==> config.mk <==
export PLATFORM = sky130hd
export DESIGN_NAME = tag_check_scheduler
export DESIGN_NICKNAME = d
export VERILOG_FILES = /design/src/rtl/tag_check_scheduler.sv
export SDC_FILE = /design/constraint.sdc
export NUM_CORES = 1
export LEC_CHECK = 0
export CORE_AREA = 8 8 284 286
export DETAILED_ROUTE_END_ITERATION = 7
export DIE_AREA = 0 0 292 294
export GPL_TIMING_DRIVEN = 0
export PLACE_DENSITY = 0.36
export SLEW_MARGIN = 20
export SYNTH_ARGS = -nofsm -noshare
export SYNTH_HDL_FRONTEND = slang
export SYNTH_SLANG_ARGS = --single-unit
==> constraint.sdc <==
create_clock -name clk -period 5.9 [get_ports clk]
set_input_delay 0.59 -clock clk [delete_from_list [all_inputs] [get_ports clk]]
set_output_delay 0.59 -clock clk [all_outputs]
set_load 0.005 [all_outputs]
run_1/floorplan.png
Bar = 100 µm. Pins as bars on the die edge.
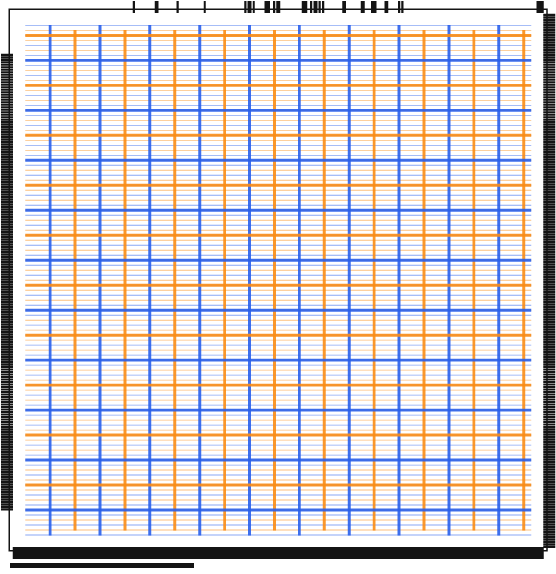
legend:
  VSS:
    colour: blue
  VDD:
    colour: orange
signal pins: 749
met1 rails: 103
Die Y-Extent: 294 µm
Die Width: 292 µm
IR drop worst, VDD: 0.120 mV
CORE AREA: 76400 µm²

run_1/class_map.png
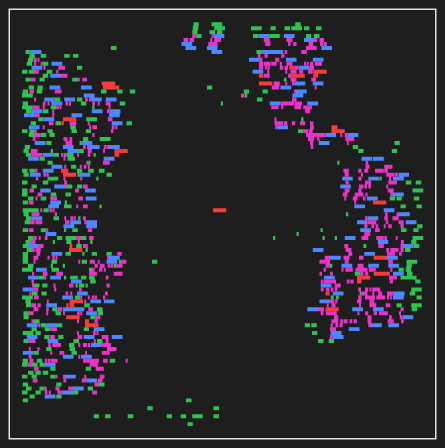
legend:
  remaining logic cells:
    colour: magenta
    cells: 625
    share_of_their_area: 34%
  remaining buffers and delay cells:
    colour: green
    cells: 321
    share_of_their_area: 30%
  clock drivers and dummy loads:
    colour: red
    cells: 32
    share_of_their_area: 6.0%
  registers:
    colour: blue
    cells: 149
    share_of_their_area: 30%
Seq area share: 26.8%
final core utilization: 14.6%
row count: 102
final instance area: 11100 µm²

run_1/clock_wires.png
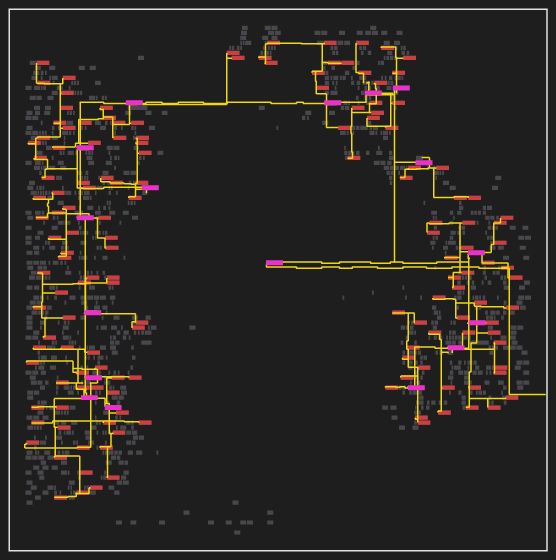
legend:
  clock-net drivers:
    colour: magenta
    count: 17
  flip-flops:
    colour: red
    count: 149
  clock wires:
    colour: yellow
    length: 3070 µm
routed clock nets: 18
clock power share: 45.0%
Post-Route Skew: 0.0164 ns
Latency at later pin: 0.48 ns

==> flow_metrics.env, run 1 <==
# flow metrics
export IMPL_ys_sh_simple_pct=26.5
export IMPL_fill_cells=8711
export IMPL_warning_count=498
export IMPL_cts_resized=0
export IMPL_antenna_found_initial=12
export IMPL_drt_pass1_iterations=5
export IMPL_nonClkBufAreaFrac_pct=26.4
export IMPL_clockRootBuffer="clkbuf_16"
export IMPL_status="complete, no violations"
export IMPL_chipArea_um2=85800
export IMPL_area_growth_pct=70.7
export IMPL_viasPerCell=3.34
export IMPL_yosys_cells=819
export IMPL_cts_sinks=149
export IMPL_met1Wirelength_um=15000
export IMPL_timing_final_ws_setup_ns=2.48
export IMPL_wl_met3_um=4710
export IMPL_io_pins=749
export IMPL_grt_overflow_total=0
export IMPL_dp_hpwl_um=29600
export IMPL_grt_usage_pct=8.32
export IMPL_critPathCaptureType="primary output"
export IMPL_setup_tns_ns=0
export IMPL_port_buffers=276
export IMPL_htreeDepth=4
export IMPL_period_used_pct=58.0
export IMPL_worstPathMaxFanout=10
export IMPL_ys_warn_count=0
export IMPL_nClkBuffers=20
export IMPL_r2r_cells=8
export IMPL_numCtsBuffers=17
export IMPL_max_stage_delay_ns=0.50
run_1/layers.png
Bar = 100 µm.
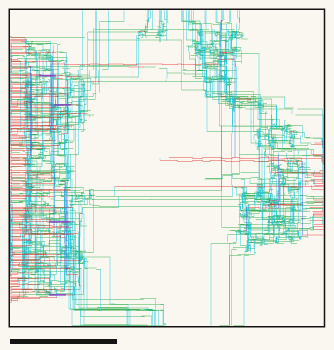

## Run 2: what changed since run 1
--- a/config.mk
+++ b/config.mk
@@ -5,11 +5,11 @@
 export SDC_FILE = /design/constraint.sdc
 export NUM_CORES = 1
 export LEC_CHECK = 0
-export CORE_AREA = 8 8 284 286
+export CORE_AREA = 8 8 285 287
 export DETAILED_ROUTE_END_ITERATION = 7
-export DIE_AREA = 0 0 292 294
+export DIE_AREA = 0 0 293 295
 export GPL_TIMING_DRIVEN = 0
-export PLACE_DENSITY = 0.36
+export PLACE_DENSITY = 0.37
 export SLEW_MARGIN = 20
 export SYNTH_ARGS = -nofsm -noshare
 export SYNTH_HDL_FRONTEND = slang
==> constraint.sdc (replaced) <==
create_clock -name clk -period 2.9 [get_ports clk]
set_input_delay 0.29 -clock clk [delete_from_list [all_inputs] [get_ports clk]]
set_output_delay 0.29 -clock clk [all_outputs]
set_load 0.005 [all_outputs]
run_2/layers.png
Bar = 100 µm.
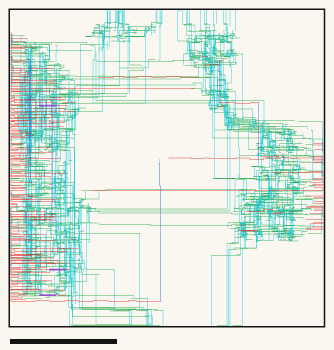
legend:
  M1:
    colour: green
    wire_length: 15400 µm
  M3:
    colour: red
    wire_length: 4550 µm
  M5:
    colour: purple
    wire_length: 42.3 µm
  M2:
    colour: cyan
    wire_length: 15900 µm
  M4:
    colour: blue
    wire_length: 552 µm
Avg WL per Cell: 16.8 µm
vias: 7122
all-layer global routing usage: 8.35%

==> flow_metrics.env, run 2 <==
# flow metrics
export IMPL_fill_cells=8737
export IMPL_area_growth_pct=72.3
export IMPL_fp_dieH_um=295
export IMPL_chipArea_um2=86400
export IMPL_timing_final_ws_setup_ns=0.158
export IMPL_peakVddDrop_mv=0.312
export IMPL_critPathCaptureType="primary output"
export IMPL_setup_tns_ns=0
export IMPL_warning_count=499
export IMPL_htreeDepth=4
export IMPL_met1Wirelength_um=15400
export IMPL_coreArea_um2=76700
export IMPL_die_w_um=293
export IMPL_clock_latency_ns=0.48
export IMPL_final_area_um2=11200
export IMPL_dp_hpwl_um=30000
export IMPL_status="complete, no violations"
export IMPL_worstPathMaxFanout=10
export IMPL_clockRootBuffer="clkbuf_16"
export IMPL_p_clk_share_pct=45.1
export IMPL_antenna_found_initial=5
export IMPL_final_util_pct=14.7
export IMPL_numCtsBuffers=17
export IMPL_viasPerCell=3.28
export IMPL_ys_warn_count=0
export IMPL_wl_met3_um=4550
export IMPL_max_stage_delay_ns=0.55
export IMPL_ys_sh_simple_pct=26.5
export IMPL_clock_skew_ns=0.0302
export IMPL_nonClkBufAreaFrac_pct=26.4
run_2/class_map.png
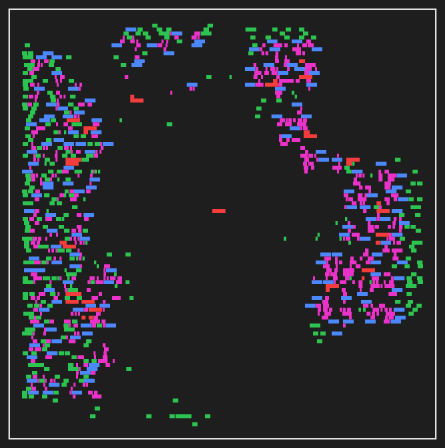

## Run 3: what changed since run 2
--- a/config.mk
+++ b/config.mk
@@ -8,8 +8,9 @@
 export CORE_AREA = 8 8 285 287
 export DETAILED_ROUTE_END_ITERATION = 7
 export DIE_AREA = 0 0 293 295
+export DONT_BUFFER_PORTS = 1
 export GPL_TIMING_DRIVEN = 0
-export PLACE_DENSITY = 0.37
+export PLACE_DENSITY = 0.3
 export SLEW_MARGIN = 20
 export SYNTH_ARGS = -nofsm -noshare
 export SYNTH_HDL_FRONTEND = slang
run_3/class_map.png
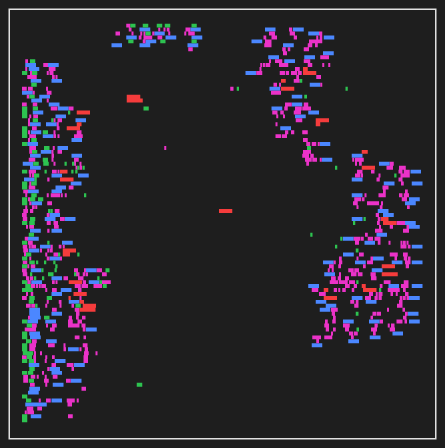
legend:
  clock drivers and dummy loads:
    colour: red
    cells: 32
    share_of_their_area: 7.9%
  remaining logic cells:
    colour: magenta
    cells: 625
    share_of_their_area: 42%
  registers:
    colour: blue
    cells: 149
    share_of_their_area: 37%
  remaining buffers and delay cells:
    colour: green
    cells: 129
    share_of_their_area: 13%
Seq area share: 32.0%
CORE AREA: 76700 µm²
final core utilization: 12.2%

==> flow_metrics.env, run 3 <==
# flow metrics
export IMPL_setup_tns_ns=0
export IMPL_max_stage_delay_ns=0.47
export IMPL_crit_top_cell="clkbuf_1"
export IMPL_peakVddDrop_mv=0.347
export IMPL_synth_edff_count=0
export IMPL_htreeDepth=4
export IMPL_viasPerCell=3.24
export IMPL_final_area_um2=9320
export IMPL_nonClkBufAreaFrac_pct=10.8
export IMPL_startpoint_type="register"
export IMPL_numCtsBuffers=17
export IMPL_warning_count=498
export IMPL_num_vias=6407
export IMPL_cts_resized=0
export IMPL_grt_pass1_wl_um=48900
export IMPL_routabilityCongestion=0.816
export IMPL_wl_per_cell_um=17.5
export IMPL_fill_cells=8862
export IMPL_critPathCaptureType="primary output"
export IMPL_floorplan_nets=1420
export IMPL_largest_register_ffs=64
export IMPL_grt_overflow_total=0
export IMPL_drt_pass1_iterations=6
export IMPL_worstPathMaxFanout=10
export IMPL_yosysTopAreaCell="dfxtp_1"
export IMPL_clock_latency_ns=0.47
export IMPL_rows=102
export IMPL_nClkBuffers=21
export IMPL_clock_skew_ns=0.0156
export IMPL_io_pins=749
export IMPL_r2r_cells=6
export IMPL_area_growth_pct=42.8
export IMPL_ys_sh_simple_pct=26.5
export IMPL_grt_usage_pct=7.94
export IMPL_die_w_um=293
export IMPL_ys_sh_aoi_pct=17.5
export IMPL_period_used_pct=90.7
export IMPL_met1Wirelength_um=13300
export IMPL_timing_final_ws_setup_ns=0.271
export IMPL_status="complete, no violations"
export IMPL_clockRootBuffer="clkbuf_16"
export IMPL_yosys_cells=819
export IMPL_cts_sinks=149
export IMPL_fp_dieH_um=295
export IMPL_port_buffers=0
export IMPL_chipArea_um2=86400
export IMPL_p_int_mw=3.75
No activity file was given, so power comes from the tool's default toggle rates.
